### config.mk
export PLATFORM = sky130hd
export DESIGN_NAME = seg7_scan
export DESIGN_NICKNAME = d
export VERILOG_FILES = /design/src/rtl/seg7_scan.sv
export SDC_FILE = /design/constraint.sdc
export NUM_CORES = 1
export LEC_CHECK = 0
export CORE_UTILIZATION = 58
export CTS_CLUSTER_DIAMETER = 120
export CTS_CLUSTER_SIZE = 25
export DETAILED_ROUTE_END_ITERATION = 10
export PLACE_DENSITY = 0.85
export SLEW_MARGIN = 10
export SYNTH_ARGS = -nofsm -noshare
export SYNTH_HDL_FRONTEND = slang
export SYNTH_SLANG_ARGS = --single-unit
### constraint.sdc
create_clock -name CLK100MHZ -period 7.2 [get_ports CLK100MHZ]
set_clock_uncertainty 0.2 [all_clocks]
set_input_delay 1.44 -clock CLK100MHZ [delete_from_list [all_inputs] [get_ports CLK100MHZ]]
set_output_delay 1.44 -clock CLK100MHZ [all_outputs]
set_load 0.1 [all_outputs]
### src/rtl/seg7_scan.sv
// Purpose : time-multiplexed driver for a 7-digit BCD readout ("d.dddddd") on an 8-digit display.
// Latency : outputs are registered; AN/SEG/DP follow scan state with one clock of delay.
// Backpr. : none; free-running scan, inputs are sampled once per frame and never stalled.
//
// Ports:
//   CLK100MHZ   system clock, rising edge
//   CPU_RESETN  asynchronous active-low reset
//   dig0..dig6  BCD digits (dig0 least significant, dig6 = integer volts digit)
//   AN[7:0]     digit anodes, active-low, AN[0] rightmost
//   SEG[6:0]    cathodes {CG,CF,CE,CD,CC,CB,CA}, active-low
//   DP          decimal-point cathode, active-low
//
// Optional feature: define SEG7_BLANK_GAP_EN to blank the first BLANK_CYCLES
// cycles of every slot (anti-ghosting). Without it BLANK_CYCLES is ignored.
module seg7_scan #(
  parameter int REFRESH_DIV  = 100000,  // cycles per digit slot, >= 2
  parameter int BLANK_CYCLES = 2000     // dark cycles at slot start, 0..REFRESH_DIV-1
) (
  input  logic       CLK100MHZ,
  input  logic       CPU_RESETN,
  input  logic [3:0] dig0,
  input  logic [3:0] dig1,
  input  logic [3:0] dig2,
  input  logic [3:0] dig3,
  input  logic [3:0] dig4,
  input  logic [3:0] dig5,
  input  logic [3:0] dig6,
  output logic [7:0] AN,
  output logic [6:0] SEG,
  output logic       DP
);

  localparam int CW = $clog2(REFRESH_DIV);
  localparam logic [CW-1:0] CNT_MAX = CW'(REFRESH_DIV - 1);

`ifdef SEG7_BLANK_GAP_EN
  localparam int GAP_LEN = BLANK_CYCLES;
`else
  // Gap disabled: the slot anode stays on for the whole slot.
  localparam int GAP_LEN = 0 * BLANK_CYCLES;
`endif

  logic [CW-1:0]   cnt;
  logic [2:0]      idx;
  logic [6:0][3:0] snap;

  logic            slot_end;
  logic            blank;
  logic [3:0]      cur;
  logic [7:0]      an_d;
  logic [6:0]      seg_d;
  logic            dp_d;

  // Active-low glyphs; anything outside 0..9 shows a dash.
  function automatic logic [6:0] glyph(input logic [3:0] v);
    case (v)
      4'd0:    glyph = 7'h40;
      4'd1:    glyph = 7'h79;
      4'd2:    glyph = 7'h24;
      4'd3:    glyph = 7'h30;
      4'd4:    glyph = 7'h19;
      4'd5:    glyph = 7'h12;
      4'd6:    glyph = 7'h02;
      4'd7:    glyph = 7'h78;
      4'd8:    glyph = 7'h00;
      4'd9:    glyph = 7'h10;
      default: glyph = 7'h3F;
    endcase
  endfunction

  always_comb begin
    slot_end = (cnt == CNT_MAX);

    cur = 4'h0;
    case (idx)
      3'd0:    cur = snap[0];
      3'd1:    cur = snap[1];
      3'd2:    cur = snap[2];
      3'd3:    cur = snap[3];
      3'd4:    cur = snap[4];
      3'd5:    cur = snap[5];
      3'd6:    cur = snap[6];
      default: cur = 4'h0;
    endcase

    // Slot 7 is always dark so each digit gets exactly 1/8 duty.
    blank = (idx == 3'd7) || (int'(cnt) < GAP_LEN);

    an_d  = 8'hFF;
    seg_d = 7'h7F;
    dp_d  = 1'b1;
    if (!blank) begin
      an_d  = ~(8'h01 << idx);
      seg_d = glyph(cur);
      dp_d  = (idx != 3'd6);
    end
  end

  always_ff @(posedge CLK100MHZ or negedge CPU_RESETN) begin
    if (!CPU_RESETN) begin
      cnt  <= '0;
      idx  <= '0;
      snap <= '0;
      AN   <= 8'hFF;
      SEG  <= 7'h7F;
      DP   <= 1'b1;
    end else begin
      cnt <= slot_end ? '0 : cnt + CW'(1);
      if (slot_end) begin
        idx <= idx + 3'd1;
        // Snapshot only at frame start so a frame never mixes two readings.
        if (idx == 3'd7) begin
          snap <= {dig6, dig5, dig4, dig3, dig2, dig1, dig0};
        end
      end
      AN  <= an_d;
      SEG <= seg_d;
      DP  <= dp_d;
    end
  end

endmodule

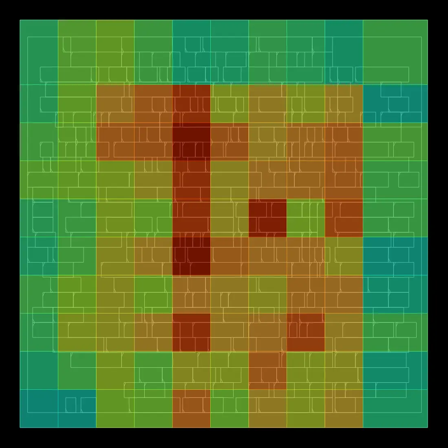
congestion.png
combined global-route utilization of all metal layers: 23.58%
detail-routed net length per standard cell: 15.26 microns
met1 Use GR: 28.01%

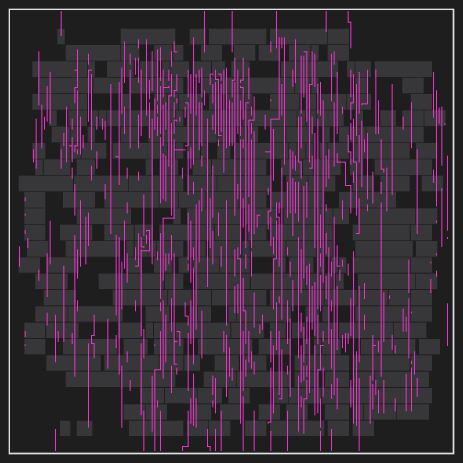
layer_met2.png
Drawn at 6 px/micron.
nets with wire on the layer	274
wire length on this layer	2810 microns
longest straight run	31.6 microns
main direction	vertical
share of all routed wire	52%

==> CHANGELOG.md <==
### Changed

- Run status: finished clean
- H-Tree Level Count: 3
- CTS sink count: 62
- CP Depth: 1
- GRT Max-Usage Layer: met2
- Die area: 5445 sq um
- Crit Path Class: reg2out
- Post-CTS sizing: 0
- Non-Filler Instances: 354
- Root buf cell: clkbuf_8
- Yosys Chip Area: 2989 sq um
- Die width: 73.79 microns
- Unrepaired setup endpoints after global routing: false
- Mux share: between 10% and 20%
- Net Sw Frac: a little under a quarter
- Port Buffer Count: roughly 44
- Critical path, cell by cell: clkdlybuf4s50_1
- Worst-path maximum fanout: 1
- Ports: about 46
- Clock Power Share: between 40 and 50%
- Clock buffer depth: 2
- Min-Delay Endpoint: cnt[0]
- Ys cells: between 200 and 250
- CTS tree: yes
- Drt first pass iters: 4
- Final setup margin: roughly 3.6 ns
- EDFF count, synth: 0
- Non-CTS inverters: 8
- CORE AREA: 4848 sq um
- Max incr delay on CP: ~1.1 ns
- Mapped Cells: 238
- Final GP Congestion: 0.7900
- Max reg flops: 28
- Largest delay share family, worst path: buffers and inverters
- Final instance area: approximately 3600 sq um
- Slew HR: between 30% and 40%
- Largest net degree at the start of global routing: 63
- GRT overflow: 0
- Register share after synthesis: 52.49%
- Basic Gates by Area: between 10 and 15%
- RR Startpoint: idx[2]
- Worst skew pair latency: between 0.3 and 0.4 ns
- Hold Startpoint: cnt[0]
- ANT nets after route: 0
- R2r worst-path depth: 8
- Worst hold path depth: 1
- Diode count: 0
- Most frequent logic cells in the routed design: dfrtp_1, clkdlybuf4s50_1, nand2_1
- DP Area: ~3400 sq um
- Fa+ha+maj area frac: roughly 5%
- Core Rows: 25
- Biggest register: snap
- Sequential share of cell area: a little over two fifths
- Most frequent cell after synthesis: dfrtp_1
- CP endpoint: SEG[6]
- Mi-comb count: 156
- Post-synth top flop: dfrtp_1
- Vias: 1906
- Pleak: 1.666 nW
- Net Count, Synth: 280
- Worst Setup Start Kind: register
- Pwr per Cell Area: 187.3 nW/um^2
- Synth cell types: 39
- Num CTS Buffers: 9
- CTS clk-pin slew, worst paths: 0.07 ns
- Syn. warnings: 0
- Seq pwr share: 51.7%
- Multi-input combinational area share: a little over a third
- Flops: 62
- Initial antenna violation count: 0
- Register area: approximately 1600 sq um
- Dominant class by area: flip-flops and latches
- Post-synthesis register bit count: 62
- WHS: 0.2842 ns
- Sequential power: 0.349 mW
- Worst Max-Slew Pin Slew: approximately 0.98 ns
- Main logic family: multiplexers
- Top cell area share: 40.18%
- Comb power: approximately 0.025 mW
- Chip height: 73.79 microns
- CP max stage cell: clkdlybuf4s50_1
- Placed Instances: 338
- WL met1: 2336 microns
- Post-synth ARST share: 100.0%
- Cell taking the most area after synthesis: dfrtp_1
- XORs/XNORs by Area: approximately 4.7%
- Worst r2r dst: SEG[5]
- Place WS: 3.908 ns
- Crit path DAT: 1.99 ns
- Met2 routed WL: approximately 2800 microns
- Setup violators final: 0
- Nets: 324
- Top Consumer: registers
- Post-Synth AOI/OAI Area: under 10%
- Hold Buf Count CTS: 0
- Top cells by area: dfrtp_1, dfstp_2, mux2_4
- Final cell utilization of the core: 74.27%
- Non-clock buffer share: around 12%
- Crit end category: output port
- Initial DRC count: 112
- Top cell excl fill/tap: dfrtp_1
- Final total power: roughly 0.67 mW
- Syn Area/Cell: roughly 13 sq um
- Pint: between 0.5 and 0.6 mW
- GR Util met2: 40.16%
- DR DRC count: 0
- Power share of the combinational group: 3.7%
- Met3 Use GR: 6.722%
- Tmin final: 3.633 ns
- Vias in the first global route: 1977
- Nonclk buf count: 45
- Biggest regs: snap x28, cnt x17
- Slew Limit Fails: 0
- Share of cells above drive strength 1: 24.39%
- Synthesized area: ~3000 sq um
- Clock-cell share: 5.490%
- TNS Setup: 0 ns
- Logic area: approximately 1300 sq um
- Buf/Inv on CP: 1
- Worst EP required: between 5 and 6 ns
- CP startpoint: SEG[6]
- First-pass GRT wire length: 9301 microns
- Clk power: 0.301 mW
- HPWL Detailed: 3642 microns
- Filler cells: 336
- F_max: 275.2 MHz
- Max layer used: met4
- Period utilization: 50.46%
- Max Cap Viol: 0
Power and IR drop assume default switching activity.
